Figure 1. Cell placement.
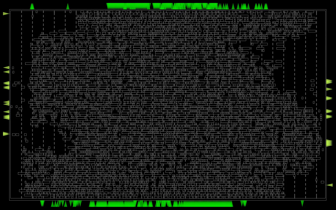
Figure 2. Routed metal per tile.
(1 px per µm) The die is cut into 20 by 12 equal tiles; dark purple is low, yellow is high, scaled to the fullest tile. Values are wire area over tile area, all layers added.
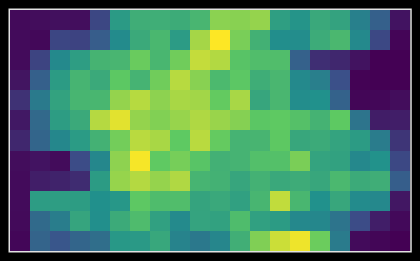
Figure 3. Zoomed window.
Region (185, 106) to (215, 136) µm. Cells in gray, sequential cells in the stronger gray; small squares are vias.
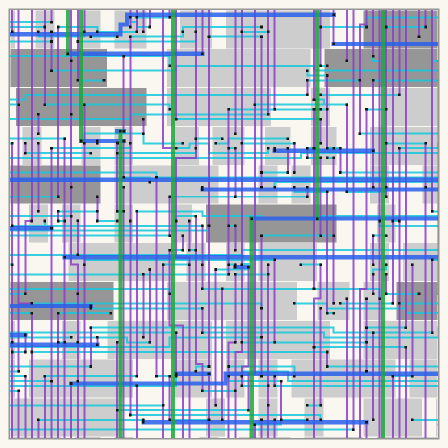
$ cat config.mk
export PLATFORM = sky130hd
export DESIGN_NAME = cmd_ingress_queue
export DESIGN_NICKNAME = d
export VERILOG_FILES = /design/src/rtl/cmd_ingress_queue.sv
export SDC_FILE = /design/constraint.sdc
export NUM_CORES = 1
export LEC_CHECK = 0
export ABC_AREA = 1
export CAP_MARGIN = 20
export CELL_PAD_IN_SITES_DETAIL_PLACEMENT = 1
export CELL_PAD_IN_SITES_GLOBAL_PLACEMENT = 2
export CORE_ASPECT_RATIO = 0.6
export CORE_UTILIZATION = 32
export CTS_CLUSTER_SIZE = 28
export DETAILED_ROUTE_END_ITERATION = 8
export HOLD_SLACK_MARGIN = 0.12
export PLACE_DENSITY = 0.86
export RECOVER_POWER = 25
export SETUP_SLACK_MARGIN = 0.5
export SLEW_MARGIN = 20
export SYNTH_ARGS = -nofsm -noshare
export SYNTH_HDL_FRONTEND = slang
export SYNTH_SLANG_ARGS = --single-unit
$ cat constraint.sdc
create_clock -name i_clk -period 2.65 [get_ports i_clk]
set_input_delay 0.265 -clock i_clk [delete_from_list [all_inputs] [get_ports i_clk]]
set_output_delay 0.265 -clock i_clk [all_outputs]
set_load 0.01 [all_outputs]
$ cat src/rtl/cmd_ingress_queue.sv
// Multi-channel command ingress: round-robin arbitration into a first-word-fall-through FIFO,
// with in-flight tracking that drives a registered all-done flag and a busy-cycle counter.
module cmd_ingress_queue #(
    parameter int CH    = 4,
    parameter int DEPTH = 8,
    parameter int CMD_W = 64,
    parameter int CNT_W = 32,
    parameter int OUT_W = 8
) (
    input  logic                     i_clk,
    input  logic                     i_rstn,
    input  logic [CH-1:0]            i_push,
    input  logic [CH*CMD_W-1:0]      i_cmd,
    output logic [CH-1:0]            o_grant,
    input  logic                     i_rd,
    output logic [CMD_W-1:0]         o_cmd,
    output logic                     o_empty,
    output logic                     o_full,
    output logic [$clog2(DEPTH):0]   o_count,
    input  logic                     i_flush,
    input  logic                     i_finished_task,
    output logic                     o_all_done,
    output logic [CNT_W-1:0]         o_busy_cycles,
    output logic [1:0]               o_err
);
    localparam int PW = $clog2(DEPTH);
    localparam int CW = PW + 1;
    localparam int RW = (CH > 1) ? $clog2(CH) : 1;

    logic [CMD_W-1:0] mem [DEPTH];
    logic [PW-1:0]    wr_ptr, rd_ptr;
    logic [RW-1:0]    rr_ptr, win, idx;
    logic             found, grant_ok, push, pop;
    logic [CW-1:0]    count_nx;
    logic [OUT_W-1:0] inflight, inflight_nx;
    logic [CMD_W-1:0] wdata;

    // Search starts one past the last winner so every requester is served within CH grants.
    always_comb begin
        found    = 1'b0;
        win      = rr_ptr;
        idx      = '0;
        o_grant  = '0;
        grant_ok = !i_flush && (!o_full || i_rd);
        for (int k = 1; k <= CH; k++) begin
            idx = RW'((int'(rr_ptr) + k) % CH);
            if (!found && i_push[idx]) begin
                found = 1'b1;
                win   = idx;
            end
        end
        if (grant_ok && found) o_grant[win] = 1'b1;
    end

    assign push     = |o_grant;
    assign pop      = i_rd && !o_empty && !i_flush;
    assign count_nx = i_flush ? '0 : o_count + CW'(push) - CW'(pop);
    assign wdata    = i_cmd[win*CMD_W +: CMD_W];
    assign o_cmd    = mem[rd_ptr];

    always_comb begin
        inflight_nx = inflight;
        if (pop && !i_finished_task) begin
            if (inflight != '1) inflight_nx = inflight + 1'b1;
        end else if (!pop && i_finished_task && inflight != '0) begin
            inflight_nx = inflight - 1'b1;
        end
    end

    // Storage is reset so the head reads zero out of reset; when full, a concurrent
    // push overwrites the slot being popped at the same edge.
    always_ff @(posedge i_clk or negedge i_rstn) begin
        if (!i_rstn) begin
            for (int i = 0; i < DEPTH; i++) mem[i] <= '0;
        end else if (push) begin
            mem[wr_ptr] <= wdata;
        end
    end

    always_ff @(posedge i_clk or negedge i_rstn) begin
        if (!i_rstn) begin
            wr_ptr        <= '0;
            rd_ptr        <= '0;
            o_count       <= '0;
            o_empty       <= 1'b1;
            o_full        <= 1'b0;
            rr_ptr        <= RW'(CH - 1);
            inflight      <= '0;
            o_all_done    <= 1'b1;
            o_busy_cycles <= '0;
            o_err         <= '0;
        end else begin
            wr_ptr     <= i_flush ? '0 : wr_ptr + PW'(push);
            rd_ptr     <= i_flush ? '0 : rd_ptr + PW'(pop);
            o_count    <= count_nx;
            o_empty    <= (count_nx == '0);
            o_full     <= (count_nx == CW'(DEPTH));
            inflight   <= inflight_nx;
            o_all_done <= (count_nx == '0) && (inflight_nx == '0) && (i_push == '0);
            if (push) rr_ptr <= win;
            if (!o_all_done && o_busy_cycles != '1) o_busy_cycles <= o_busy_cycles + 1'b1;
            if (i_rd && o_empty && !i_flush) o_err[0] <= 1'b1;
            if (i_finished_task && !pop && inflight == '0) o_err[1] <= 1'b1;
        end
    end
endmodule

==> job_summary.md <==
## PnR job results

| Metric | Value |
|---|---|
| Violated checks | capacitance limit, slew limit, setup timing |
| Die Wd | 400 µm |
| Grt total ovfl | 0 |
| Max Cap Violations | 1 |
| Die height | 241 µm |
| IO buf count | 373 |
| Status | finished with violations |
| Starting DRT DRC Count | 2757 |
| Pin count of the biggest net entering global routing | 70 |
| Buf+Inv Stages, Crit Path | 5 |
| I/O pin count | ~370 |
| Non-Filler Instances | 6198 |
| Final WS setup | -0.216 ns |
| Final Max Slew Viols | 52 |
| Final-report hold violation count | 0 |
| Setup WS pre-CTS | -0.319 ns |
| Finish-stage setup viols | between 500 and 600 |
| Worst path depth | 9 |
| First-pass GRT wire length | 203000 µm |
| Adder Area Share | 0.558% |
| Clock buffer count from CTS | a little under 60 |
| Syn. warnings | 0 |
| Crit path DAT | about 2.6 ns |
| Clk buf depth | 3 |
| Synth flops | 569 |
| CP most frequent cell | buf_4 |
About Figure 1:
Core Area: 94200 µm²
FILL cells: 11200
tap cells: 1246

About Figure 2:
mean over tiles: 0.24
tiles over half the peak: 61%
nearly empty tiles: 4.6%
fullest tile: 0.48

About Figure 3:
[metal 2] purple
[metal 3] blue
[metal 4] green
[metal 1] cyan
sequential cells in the window: 7
cells with their middle in the window: 55
netlist names of flops here include: mem (7)
most frequent: nand2_1 (18), buf_12 (11), dfrtp_1 (7)

[sequential cells by signal, summed over array words and instances (netlist names)]
name and count:
mem 512, o_busy_cycles 32, inflight 8, o_count 4
rd_ptr 3, wr_ptr 3, o_err 2, rr_ptr 2
o_all_done 1, o_empty 1, o_full 1
[final cells by class]
cell class | instances | area (µm²) | share of cell area, %
multi-input combinational | 3278 | 16600 | 37.1
sequential | 569 | 14300 | 31.8
timing repair buffer | 786 | 9580 | 21.4
clock buffer | 79 | 1660 | 3.71
tap | 1246 | 1560 | 3.48
inverter | 208 | 845 | 1.88
clock inverter | 28 | 287 | 0.639
antenna | 4 | 10.0 | 0.0223
[worst reg2reg max path: stages, from the launching register on]
cell,delay [ns]
dfstp_2,0.61
buf_6,0.17
nand2_4,0.06
nand2_4,0.11
nand2_8,0.08
nand2_8,0.10
nor2_1,0.06
nand2_1,0.11
nand3_4,0.09
nand2_4,0.10
buf_6,0.12
buf_12,0.14
buf_12,0.13
clkinv_16,0.10
clkbuf_16,0.24
buf_12,0.15
nand2_8,0.07
nand2_8,0.07
nand2_1,0.08
nand2_1,0.08
[power by group]
part | leakage (nW) | switching, mW | internal (mW)
clock network | 0.952 | 3.91 | 4.80
logic | 14.2 | 26.1 | 16.9
registers | 7.12 | 1.78 | 11.4
total | 22.3 | 31.8 | 33.0
[what timing repair did]
action                                 CTS  global route
cloned                                  27            38
resized                                604           575
buffers inserted                        65            67
endpoints found under the hold margin  351             0
setup endpoints to repair              588           611
hold buffers                             1             0
pin swaps                               94           159
[layer usage]
layer	global-route usage [%]	wire length [µm]	up-vias
li1	-	-	14800
met1	39.0	67400	16800
met3	4.49	8880	229
met4	6.99	4550	8
met2	42.8	66100	1040
met5	0	55	-
Power figures rest on the tool's default switching activity, not on a simulated workload.
